==> config.mk <==
export PLATFORM = sky130hd
export DESIGN_NAME = cycle_timer
export DESIGN_NICKNAME = d
export VERILOG_FILES = /design/src/rtl/nicnac_pkg.sv /design/src/rtl/step_sync.sv /design/src/rtl/cycle_timer.sv
export SDC_FILE = /design/constraint.sdc
export NUM_CORES = 1
export LEC_CHECK = 0
export ABC_AREA = 1
export CAP_MARGIN = 20
export CELL_PAD_IN_SITES_DETAIL_PLACEMENT = 1
export CELL_PAD_IN_SITES_GLOBAL_PLACEMENT = 2
export CORE_UTILIZATION = 30
export DETAILED_ROUTE_END_ITERATION = 7
export PLACE_DENSITY_LB_ADDON = 0.05
export SLEW_MARGIN = 20
export SYNTH_ARGS = -nofsm -noshare
export SYNTH_HDL_FRONTEND = slang
export SYNTH_HIERARCHICAL = 1
export SYNTH_SLANG_ARGS = --single-unit
export TNS_END_PERCENT = 50
==> constraint.sdc <==
create_clock -name clk -period 1.5 [get_ports clk]
set_clock_uncertainty 0.05 [all_clocks]
set_input_delay 0.225 -clock clk [delete_from_list [all_inputs] [get_ports clk]]
set_output_delay 0.225 -clock clk [all_outputs]
set_load 0.1 [all_outputs]
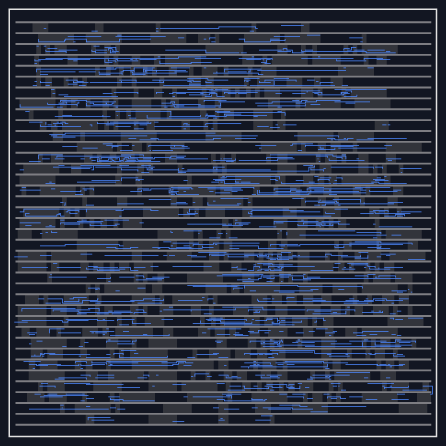
run_1/layer_met1.png
Drawn at 4 px/um. Supply wires on this layer in grey. Cells faint in the background.
wire length on this layer: 4460 um
longest straight run: 37.5 um
main direction: horizontal
GR Layer Usage met1: 0.2313
total detailed-routing wirelength: 8974 um
overall via count from detail_route: 2911

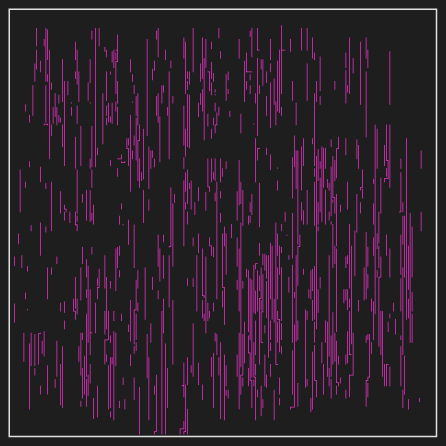
run_1/layer_met2.png
Drawn at 4 px/um.
nets with wire on the layer: 440
longest straight run: 47.3 um
wire length on this layer: 4250 um
main direction: vertical
share of all routed wire: 47%
met2 Resource Use GR: 0.2806

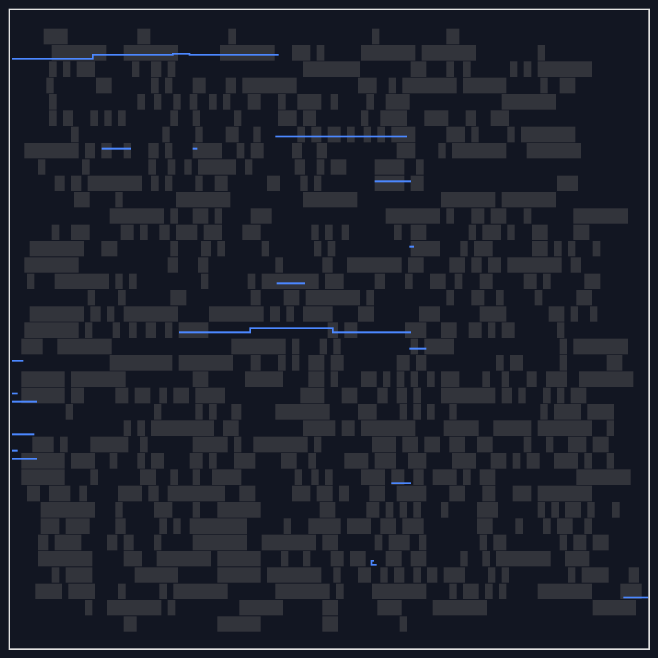
run_1/layer_met3.png
Drawn at 6 px/um. Cells faint in the background.
wire length on this layer: 147 um
longest straight run: 21.6 um
nets with wire on the layer: 12
met3 capacity usage during global routing: 0.02575

==> run summary, run 1 <==
Reports from this run.

- The final-report max-slew violation count reads 0.
- Setup repair after global routing could not meet its margin everywhere.
- The die is 106.4 um tall.
- For this block, the initial DRC count from the detailed router was 103.
- Per the post-synthesis report, the nets total 424.
- The checks that failed: negative setup slack.
- The run finished, with violations left.
- For this run, the number of Yosys warnings is 6.
- In this run the layout overhead on the synthesized area is reported as 40.40%.
- The minimum setup slack after placement reads -230.2 ps.
- The average instance area after synthesis is 7.919 um^2.
- The final number of setup-violating endpoints reads 36.
- Overall routing resource usage recorded by global route was 0.1725.
- The critical path contains buffers and inverters numbering 4 combined.
- The total number of cells along the worst setup path is 9.
- The horizontal die size reads 106.4 um.
- STA lists the maximum fanout along the critical path as 3.
- The total cells reported by yosys after synthesis reads 413.
- The dominant register cell in the synthesized netlist reads sky130_fd_sc_hd__dfrtp_1.
- The number of different library cells used by synthesis comes to 31.
- The count of library flops with an enable pin reads 0.
- The summed standard-cell area reported by yosys reads 3271 um^2.
- The minimum setup slack in the final design reads -210.9 ps.
- Once placement completed, the tool counted placed cells totaling 609.
- The total non-filler cell area in the finished layout reads 4592 um^2.
- The tally of OpenROAD warnings reads 32.
## run 1: cell usage in the layout (no fill, tap or decap), types with 5 or more instances in the layout
| cell type | Yosys | routed |
|---|---|---|
| sky130_fd_sc_hd__nor3b_2 | 2 | 5 |
| sky130_fd_sc_hd__inv_2 | 5 | 5 |
| sky130_fd_sc_hd__xnor2_1 | 6 | 5 |
| sky130_fd_sc_hd__nor2_2 | 5 | 11 |
| sky130_fd_sc_hd__buf_6 | 1 | 7 |
| sky130_fd_sc_hd__nand4_1 | 9 | 9 |
| sky130_fd_sc_hd__nor3_1 | 13 | 6 |
| sky130_fd_sc_hd__nor2_4 | 5 | 8 |
| sky130_fd_sc_hd__xor2_1 | 8 | 8 |
| sky130_fd_sc_hd__clkbuf_8 | 0 | 10 |
| sky130_fd_sc_hd__nand2_2 | 5 | 16 |
| sky130_fd_sc_hd__buf_12 | 0 | 11 |
| sky130_fd_sc_hd__nand3_1 | 27 | 22 |
| sky130_fd_sc_hd__nor3_2 | 1 | 8 |
| sky130_fd_sc_hd__nor2_1 | 81 | 72 |
| sky130_fd_sc_hd__nand2_1 | 94 | 81 |
| sky130_fd_sc_hd__dfrtp_1 | 60 | 56 |
| sky130_fd_sc_hd__a21oi_1 | 10 | 8 |
| sky130_fd_sc_hd__buf_4 | 1 | 51 |
| sky130_fd_sc_hd__inv_1 | 47 | 45 |
## run 1: through the flow
stage | hold slack (ps) | TNS (ps)
after floorplan | -120.6 | -116.0
after global placement | 221.3 | -3423
after detailed placement | 221.3 | -5807
after CTS | 255.0 | -2642
after global routing | 255.5 | -9465
final | 273.4 | -5682
## run 1: where the power goes
| group | switching (mW) | internal (mW) | total [mW] | leakage, nW |
|---|---|---|---|---|
| Clock | 0.731 | 0.649 | 1.38 | 0.0807 |
| Combinational | 0.0651 | 0.0304 | 0.0955 | 1.10 |
| Sequential | 0.00843 | 1.68 | 1.69 | 0.816 |
## run 1: timing repair
| action | 4_1_cts | 5_1_grt |
|---|---|---|
| hold buffers | 1 | 0 |
| pin swaps | 11 | 10 |
| gates resized | 38 | 30 |
| gates cloned | 2 | 0 |
| endpoints found under the hold margin | 60 | 0 |
| setup buffers | 5 | 5 |
| setup endpoints to repair | 47 | 49 |
## run 1: logic make-up after synthesis
| logic type | synth area share |
|---|---|
| AND-OR/OR-AND | 0.03864 |
| XOR/XNOR | 0.03749 |
| adder cells (fa/ha/maj) | 0.02295 |
| buffers and inverters | 0.06848 |
| flip-flops | 0.4751 |
| other | 0.001147 |
| AND/OR/NAND/NOR | 0.3562 |
## run 1: metal layers
| metal | part of all wire | track usage |
|---|---|---|
| met1 | 0.50 | 0.2313 |
| met2 | 0.47 | 0.2806 |
| met3 | 0.016 | 0.02575 |
| met4 | 0.013 | 0.06458 |
| met5 | 0 | 0 |
## run 1: layout make-up
| cell class | instances | area (um^2) |
|---|---|---|
| Fill cell | 1282 | 5871 |
| Sequential cell | 62 | 1564 |
| Multi-Input combinational cell | 296 | 1728 |
| Inverter | 52 | 202.7 |
| Clock inverter | 6 | 47.55 |
| Tap cell | 136 | 170.2 |
| Clock buffer | 10 | 137.6 |
| Timing Repair Buffer | 75 | 742.0 |
run_1/clk_routes.png
Drawn at 2 px/um.
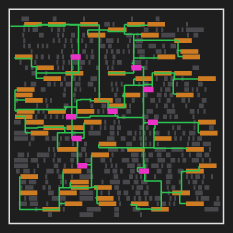

==> run 2, diff against run 1 <==
Settings changed: PLACE_DENSITY_LB_ADDON 0.05 to 0.1.
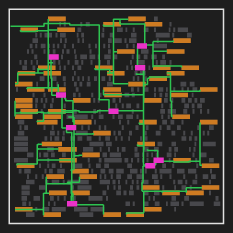
run_2/clk_routes.png
Drawn at 2 px/um.
legend:
  green:
    item: clock wires
    length: 1050 um
  orange:
    item: flip-flops
    count: 62
  magenta:
    item: clock drivers
    count: 9
routed clock nets: 10
flops lie: widely spread
clock latency of the later-clocked register in the worst-skew pair: 360 ps
Clock net power: 1.66 mW
power share of the clock group: 0.480

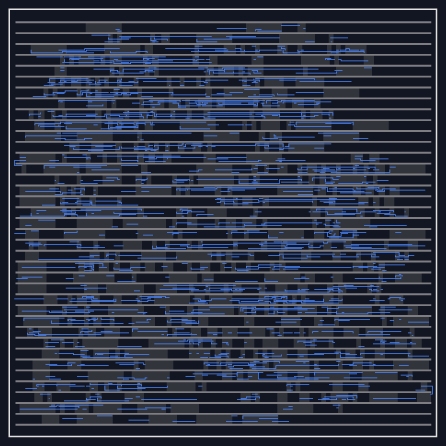
run_2/layer_met1.png
Drawn at 4 px/um. Supply wires on this layer in grey. Cells faint in the background.
wire length on this layer: 4310 um
nets with wire on the layer: 469
total detailed-routing wirelength: 8671 um
overall via count from detail_route: 2887
GR Layer Usage met1: 0.2275

==> run 2 against run 1 <==
The flow still finishes with violations (negative setup slack). Sequential power hardly changed. Cell count is 0.31% lower. Clock power is about 20% higher. Global-route usage is 0.14 points lower. Register-to-register slack better by 30 ps. Worst setup slack better by 31 ps. Area after synthesis stayed put. Maximum frequency is 1.8% higher. Highest routed layer unchanged.
==> run summary, run 2 <==
Reports from this run.

- In the synthesized netlist the dominant register cell turns out to be sky130_fd_sc_hd__dfrtp_1.
- By instance count after routing, the leading logic cell types are 83 x sky130_fd_sc_hd__nand2_1, 79 x sky130_fd_sc_hd__nor2_1, 58 x sky130_fd_sc_hd__dfrtp_1.
- The slowest cell on the critical path is sky130_fd_sc_hd__dfrtp_1.
- The average instance area after synthesis came to 7.919 um^2 (unchanged).
- The horizontal die size is 106.4 um (unchanged).
- The power density of the placed cells is 759.7 nW/um^2.
- CTS saw 62 sinks.
- The combinational group share of total power reads 0.030 (about the same).
- The tally of filler cells in the layout reads 1304 (+1.7%).
- The mux share of post-synthesis cell area is 0 (unchanged).
- The layout overhead on the synthesized area is 38.68%.
- The post-synthesis share of cell area spent on and-or and or-and gates was 0.03864 (unchanged).
- The checks that failed: negative setup slack.
- The final total negative setup slack is -5105 ps (+576.9 ps).
- The total area of multi-input combinational cells is 1630 um^2 (-5.6%).
- The flow ran to the end, but the final reports show violations.
- The switching component of the power is 0.7948 mW (-1.2%).
- The most common library cell in the layout ignoring fill and taps reads sky130_fd_sc_hd__nand2_1.
- The combined flip-flop and latch cell area is 1562 um^2 (-0.16%).
- Among the non-sequential cells, simple AND/OR/NAND/NOR gates take the most area.
- The post-synthesis sequential element count is 62.
- The switching power as a share of total power came to 0.2307 (-0.02353).
- Max-cap violations in this run came to 0.
- The summed standard-cell area reported by yosys reads 3271 um^2 (unchanged).
- The fraction of the mapped netlist area in adder cells is 0.02295 (unchanged).
- The synthesis warning total reads 6 (unchanged).
- The vertical die dimension is 106.4 um (unchanged).
- The total cells reported by yosys after synthesis reads 413 (unchanged).
- The synthesized net count reads 424 (unchanged).
- The final-report max-slew violation count came to 0 (unchanged).
- The tally of OpenROAD warnings reads 32 (unchanged).
- The count of library flops with an enable pin came to 0 (unchanged).
- The total global-route track usage came to 0.1711 (-0.001374).
- The synthesized-area fraction occupied by xor and xnor cells is 0.03749 (unchanged).
- The final number of setup-violating endpoints is 36 (unchanged).
- The number of buffers and inverters on the critical path is 2 (-2).
- The internal portion of total power came to 2.651 mW (+12%).
- The number of DRC markers in iteration 0 reads 43 (-58%).
- The minimum setup slack in the final design reads -180.2 ps (+30.75 ps).
- The number of distinct standard cells referenced by the synthesized netlist is 31 (unchanged).
- The share of power burned in registers reads 0.490 (-0.044).
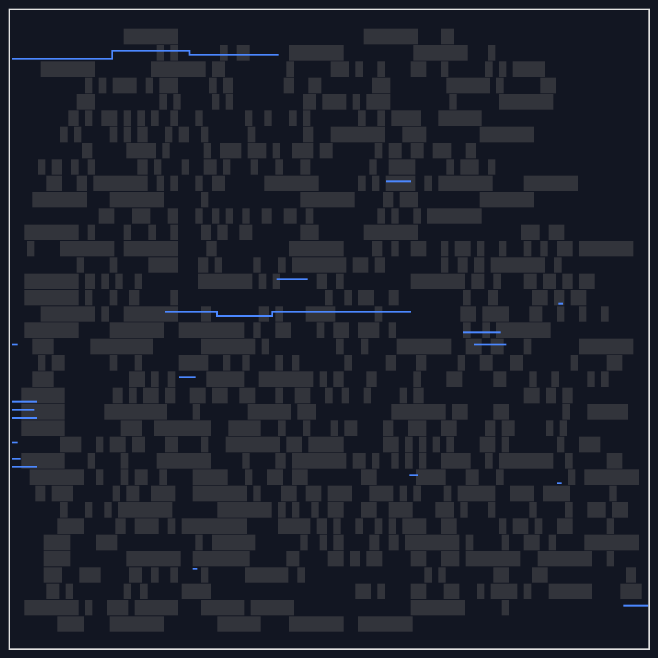
run_2/layer_met3.png
Drawn at 6 px/um. Cells faint in the background.
main direction: horizontal
share of all routed wire: 1.6%
longest straight run: 23.0 um
wire length on this layer: 134 um
nets with wire on the layer: 13
met3 capacity usage during global routing: 0.03004

==> run 2: cell count changes in the layout (fill, tap and decap cells not counted), moves of 3 or more <==
cell                         before  now
sky130_fd_sc_hd__a21oi_2          3    0
sky130_fd_sc_hd__buf_6            7    3
sky130_fd_sc_hd__clkinvlp_4       4    1
sky130_fd_sc_hd__nand3_2          4    7
sky130_fd_sc_hd__nor2_1          72   79
sky130_fd_sc_hd__nor2_2          11    6
sky130_fd_sc_hd__nor3_1           6   11
sky130_fd_sc_hd__nor3_2           8    2
==> run 2: area by class of cell <==
class | count | area share
clock buffer | 10 | 0.02814
multi-input combinational | 295 | 0.3594
sequential | 62 | 0.3443
tap | 136 | 0.03752
timing repair buffer | 74 | 0.1680
clock inverter | 6 | 0.01903
inverter | 52 | 0.04359
==> run 2: stage by stage <==
stage	power [mW]	cells	util	worst slack [ps]	hold slack, ps
4_1_cts	3.513	632	0.4195	-165.1	245.5
3_3_place_gp	1.821	614	0.3931	-131.1	124.5
3_5_place_dp	1.825	614	0.3931	-210.6	130.7
2_1_floorplan	1.747	413	-	-17.73	-120.6
5_1_grt	3.580	635	0.4335	-302.7	254.2
6_report	3.446	635	0.4335	-180.2	262.1
==> run 2: logic make-up after synthesis <==
group / after synthesis
simple gates: 252
xor+xnor: 14
compound gates: 22
fa+ha+maj: 6
buf+inv: 56
other cells: 1
flops: 62
==> run 2: metal layers <==
metal / up-vias / wire length [um] / global-route usage
met4: 0 / 148 / 0.07828
li1: 1455 / - / -
met5: - / 0 / 0
met1: 1402 / 4305 / 0.2275
met3: 9 / 134 / 0.03004
met2: 21 / 4083 / 0.2709
==> run 2: worst register-to-register path: stages, from the launching register on <==
cell                      delay (ps)
sky130_fd_sc_hd__dfrtp_1         400
sky130_fd_sc_hd__ha_2            200
sky130_fd_sc_hd__nand2_2          90
sky130_fd_sc_hd__nor2_4           50
sky130_fd_sc_hd__nand2_1          70
sky130_fd_sc_hd__nor2_2           40
sky130_fd_sc_hd__nand2_2         100
sky130_fd_sc_hd__buf_4           130
sky130_fd_sc_hd__nand3_4         110
sky130_fd_sc_hd__buf_12          180
sky130_fd_sc_hd__nor3b_4         180
==> run 2: timing repair <==
action,in CTS,in global routing
hold endpoints to repair,12,0
setup buffers,1,2
cloned,0,1
hold buffers,1,0
pin swaps,4,6
endpoints found under the setup margin,42,44
resized,14,26
==> run 2: power groups by stage <==
stage / sequential, mW / combinational (mW) / clock (mW)
2_1_floorplan: 1.72 / 0.0263 / 0
3_3_place_gp: 1.72 / 0.100 / 0
3_5_place_dp: 1.72 / 0.103 / 0
4_1_cts: 1.69 / 0.106 / 1.72
5_1_grt: 1.69 / 0.119 / 1.77
6_report: 1.69 / 0.102 / 1.66
Power and IR drop assume default switching activity.
